[src/rtl/jericalla_issue_ctrl.sv]
// Jericalla issue controller: FIFO-buffered issue onto main_bus with a 2-deep RAW scoreboard.
// Define JERICALLA_HAZARD_EN to compile in hazard stalls; otherwise words issue back-to-back.
module jericalla_issue_ctrl #(
    parameter int DEPTH = 4,
    parameter int CNT_W = 16
) (
    input  logic             clk,
    input  logic             rst_n,
    input  logic [16:0]      in_instr,
    input  logic             in_valid,
    output logic             in_ready,
    input  logic             flush,
    output logic [16:0]      main_bus,
    output logic             issue_valid,
    output logic             stall,
    output logic             busy,
    output logic [CNT_W-1:0] stall_count
);
    localparam int AW = $clog2(DEPTH);
`ifdef JERICALLA_HAZARD_EN
    localparam bit HazEn = 1'b1;
`else
    localparam bit HazEn = 1'b0;
`endif

    typedef enum logic [1:0] {IDLE, RUN, STALL} state_t;

    state_t           state_q, state_d;
    logic [16:0]      mem_q [DEPTH];
    logic [AW-1:0]    rptr_q, rptr_d;
    logic [AW-1:0]    wptr_q, wptr_d;
    logic [AW:0]      cnt_q, cnt_d;
    logic [16:0]      bus_q, bus_d;
    logic [CNT_W-1:0] scnt_q, scnt_d;
    logic             s1_live_q, s1_live_d;
    logic             s2_live_q, s2_live_d;
    logic [4:0]       s1_wa_q, s1_wa_d;
    logic [4:0]       s2_wa_q, s2_wa_d;
    logic             empty, full, push, pop;
    logic             raw, hazard;
    logic [16:0]      head;

    function automatic logic writes_reg(input logic [16:0] w);
        return (w[16:15] != 2'b11) && (w[14:10] != 5'd0);
    endfunction

    assign empty = (cnt_q == '0);
    assign full  = (cnt_q == (AW+1)'(DEPTH));
    assign head  = mem_q[rptr_q];

    // live entries never hold WA=0, so r0 reads cannot match
    assign raw = (s1_live_q && (head[9:5] == s1_wa_q || head[4:0] == s1_wa_q))
              || (s2_live_q && (head[9:5] == s2_wa_q || head[4:0] == s2_wa_q));
    assign hazard = HazEn && !empty && raw;
    assign push   = in_valid && !full && !flush;
    assign pop    = !flush && !empty && !hazard;

    always_comb begin
        state_d   = IDLE;
        bus_d     = '0;
        scnt_d    = scnt_q;
        if (flush || empty) begin
            state_d = IDLE;
        end else if (hazard) begin
            state_d = STALL;
        end else begin
            state_d = RUN;
            bus_d   = head;
        end
        if (state_d == STALL && scnt_q != '1) begin
            scnt_d = scnt_q + CNT_W'(1);
        end

        s1_live_d = pop && writes_reg(head);
        s1_wa_d   = head[14:10];
        s2_live_d = s1_live_q;
        s2_wa_d   = s1_wa_q;

        rptr_d = pop  ? rptr_q + AW'(1) : rptr_q;
        wptr_d = push ? wptr_q + AW'(1) : wptr_q;
        cnt_d  = cnt_q + (AW+1)'(push) - (AW+1)'(pop);
        if (flush) begin
            rptr_d = '0;
            wptr_d = '0;
            cnt_d  = '0;
        end
    end

    always_ff @(posedge clk or negedge rst_n) begin
        if (!rst_n) begin
            state_q   <= IDLE;
            rptr_q    <= '0;
            wptr_q    <= '0;
            cnt_q     <= '0;
            bus_q     <= '0;
            scnt_q    <= '0;
            s1_live_q <= 1'b0;
            s2_live_q <= 1'b0;
            s1_wa_q   <= '0;
            s2_wa_q   <= '0;
            for (int i = 0; i < DEPTH; i++) mem_q[i] <= '0;
        end else begin
            state_q   <= state_d;
            rptr_q    <= rptr_d;
            wptr_q    <= wptr_d;
            cnt_q     <= cnt_d;
            bus_q     <= bus_d;
            scnt_q    <= scnt_d;
            s1_live_q <= s1_live_d;
            s2_live_q <= s2_live_d;
            s1_wa_q   <= s1_wa_d;
            s2_wa_q   <= s2_wa_d;
            if (push) mem_q[wptr_q] <= in_instr;
        end
    end

    assign in_ready    = !full;
    assign main_bus    = bus_q;
    assign issue_valid = (state_q == RUN);
    assign stall       = HazEn && (state_q == STALL);
    assign busy        = !empty || s1_live_q || s2_live_q;
    assign stall_count = scnt_q;

endmodule
[config.mk]
export PLATFORM = sky130hd
export DESIGN_NAME = jericalla_issue_ctrl
export DESIGN_NICKNAME = d
export VERILOG_FILES = /design/src/rtl/jericalla_issue_ctrl.sv
export SDC_FILE = /design/constraint.sdc
export NUM_CORES = 1
export LEC_CHECK = 0
export CORE_AREA = 2 2 117 73
export CTS_BUF_LIST = sky130_fd_sc_hd__clkbuf_16
export DETAILED_ROUTE_END_ITERATION = 8
export DIE_AREA = 0 0 119 75
export PLACE_DENSITY = 0.78
export SLEW_MARGIN = 20
export SYNTH_ARGS = -nofsm -noshare
export SYNTH_HDL_FRONTEND = slang
export SYNTH_SLANG_ARGS = --single-unit
[constraint.sdc]
create_clock -name clk -period 3.44 [get_ports clk]
set_input_delay 0.344 -clock clk [delete_from_list [all_inputs] [get_ports clk]]
set_output_delay 0.344 -clock clk [all_outputs]
set_load 0.02 [all_outputs]
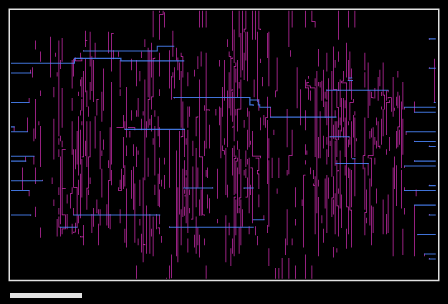
metal_stack.png
The bar under the picture is 20 um long. Two of the layers only.
met2: shown in magenta, wire length 3510 um. met3: shown in blue, wire length 361 um.
detailed-route via count: 2263
routed wire length: 7660 um
GR Util All Layers: 19.2%
post-detailed-route wirelength per cell: 17.9 um

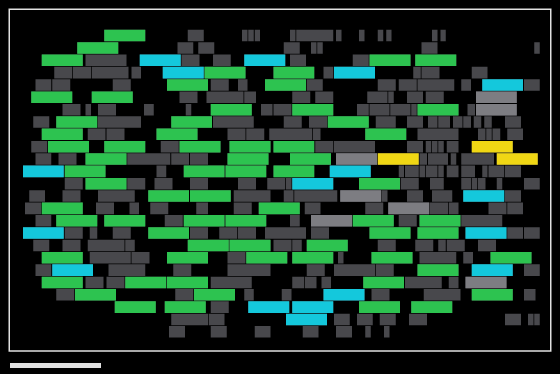
registers.png
The bar under the picture is 20 um long. Other sequential cells in the stronger grey, the rest of the logic in the fainter grey.
`main_bus`: shown in cyan, placed flops 17, where widely spread. `mem_q`: shown in green, placed flops 68, where widely spread. `cnt_q`: shown in yellow, placed flops 3.
Layout Utilization: 62.5%
sequential-cell power consumption: 1.84 mW
Seq/total area: 48.9%
area taken by flip-flops and latches: 2380 um^2

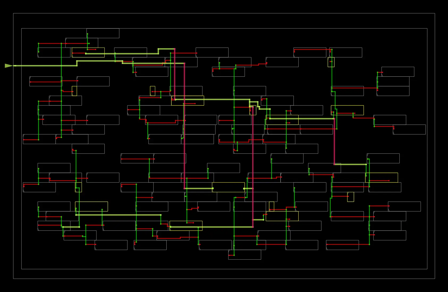
final_clocks.png
clock latency reported for the late side of the worst-skew pair: 0.34 ns
number of clock buffers in the layout: 9
clock tree skew after final layout: 0.00569 ns
power of the clock network: 0.870 mW
number of CTS-inserted buffers: 9

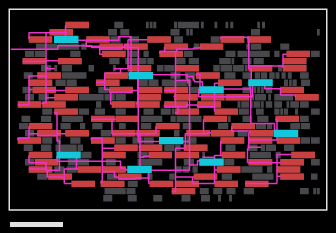
clock_map.png
The bar under the picture is 20 um long.
cells driving clock nets: shown in cyan, count 9. flip-flops: shown in red, count 95. clock wires: shown in magenta, length 1090 um.
Position of the flops: widely spread.
part of the power in the clock network: 21.0%

==> notes.md <==
Notes on the flow run.

- The power in combinational cells is 1.43 mW, for reference.
- Measured against the total synthesized area, the mux share comes to between 20 and 30%.
- Counting the warning lines in the Yosys log gives 0.
- In the layout the tool counted multi-input logic cells amounting to around 160.
- The total area inside the core boundary comes to 7790 um^2.
- The peak supply drop is between 300 and 400 uV, for reference.
- The die covers around 9000 um^2.
- The first-pass iteration count of the detailed router is 4, for reference.
- Between the synthesized netlist and the finished layout, the area growth was recorded as 17.4%.
- Leaving out the clock tree, the finished layout contains an inverter count of 6.
- The die is 75 um tall.
- For this run, the final setup violation count is recorded as 0.
- After its last routability iteration, the placer logged a weighted congestion of around 0.75.
- Per the final timing report, the hold violations number 16.
- For reference, the critical path cell chain is nor3b_1 > inv_2 > nand2_1 > ha_1 > inv_1 > ha_1 > inv_1 > fa_1 > xor2_1 > and2_1 > nor3_1.
- In the Yosys report the total cell count is approximately 270.
- The cell-internal power is around 2.9 mW, for reference.
- The filler cells instantiated in the layout total between 500 and 600.
- The timing startpoint of the critical path is cnt_q[1], for reference.
- The number of tap cells added at floorplan is around 110, for reference.
- The placed instances occupy a cell area of between 4000 and 5000 um^2.
- In the CTS report, the clock slew at the register clock pins of the worst setup and hold paths is listed as 0.06 ns.
- The number of buffers inserted by port buffering is about 40, for reference.
- The max-slew violation total from the final report is 0, for reference.
- The count of cell instances traversed by the critical path is 11, for reference.
- The stage delay of the slowest cell on the critical path is around 0.45 ns, for reference.
- The proportion of power drawn by combinational gates is between 30% and 40%, for reference.
- The largest register by flop count is mem_q.
- Summed over all failing endpoints, the final setup total negative slack is 0 ns.
- The switching power is 1.25 mW, for reference.
- The share of the final layout cell area in multi-input gates is about 33%, for reference.
- The proportion of synthesized flip-flops having asynchronous set or reset is 100%, for reference.
- After Yosys synthesis, full adders, half adders and majority gates account for between 2 and 2.5% of the synthesized area.
- The capture instance of the worst register-to-register path is cnt_q[2], for reference.
- The post-CTS resize count is 0, for reference.
- The layout buffering overhead excluding clock cells is 9.26%, for reference.
- The highest layer touched by signal routing is met4.
- The initial antenna violation count is 0, for reference.
- Looking at the clock tree report, the maximum root-to-sink buffer count equals 2.
- In this run the worst hold path is classified as primary input to asynchronous set/reset pin.
- STA shows the worst reg2reg path with a cell count of 11.
- The cell type group with the largest total delay on the critical path is simple AND/OR/NAND/NOR gates, for reference.
- The met3 wirelength from detailed routing is 360 um, for reference.
- The script parses the final routing iteration and logs DRC violations as 0.
- The main area contributors are dfrtp_1 57%, mux2_2 18%, mux4_2 6.5%.
- The completed layout was analyzed and its total power is just over 4 mW.
- The endpoint class of the critical path is a register, for reference.
- The worst-path maximum fanout is 8, for reference.
- The worst setup path is launched from a register.
- The first global-routing pass estimated roughly 12000 um of wire.
- The number of top-level design ports is 58, for reference.
- According to the CTS report, the clock sink count is 95.
- The power report shows net switching accounting for between 30% and 40% of the total.
- The power density relative to cell area is between 800 and 900 nW/um^2, for reference.
- The flip-flop count of the largest register, all copies and words added is slightly below 70, for reference.
- The run finished, with violations left.
- The layout has 47 buffers outside the clock class.
- The post-synth tally of flip-flops with integrated enable is 0, for reference.
- The smallest hold slack is -0.00766 ns, for reference.
- The OpenROAD warning count is 29, for reference.
- The final reports fail on negative hold slack.
- The die width is approximately 120 um, for reference.
- The via density per instance is ~5.3, for reference.
- The power group with the largest share is registers, for reference.
- The layer carrying the most global-route usage is met2, for reference.
- The signal arrival time at the worst endpoint is ~2.8 ns, for reference.
- The post-detailed-route count of antenna-violating nets is 0, for reference.
- The worst setup path is of the register to register kind.
- The most used flip-flop cell after synthesis is dfrtp_1.
- In this run the tightest slew margin relative to its limit is ~62%.
- The met1 track utilization from global routing is approximately 26%, for reference.
- On met2, the global router reports a usage of 30.5%.
- The synthesized area divided by synthesized cell count is ~15 um^2, for reference.
- For this run, the post-layout net count is 344.
- The TritonCTS clock tree is yes, for reference.
- The worst register-to-register path begins at cnt_q[1].
- In this run, synthesis produced a sequential element count of approximately 95.
- The initial utilization of the core area, before any placement, comes to 53.2%.
- For reference, XOR and XNOR gates occupy 0.634% of the area reported after synthesis.
- Per the cell usage report, the commonest logic cells after layout are 95 x dfrtp_1, 68 x mux2_2, 39 x clkdlybuf4s50_1, 18 x and2_1, 17 x conb_1.
Power figures rest on the tool's default switching activity, not on a simulated workload.
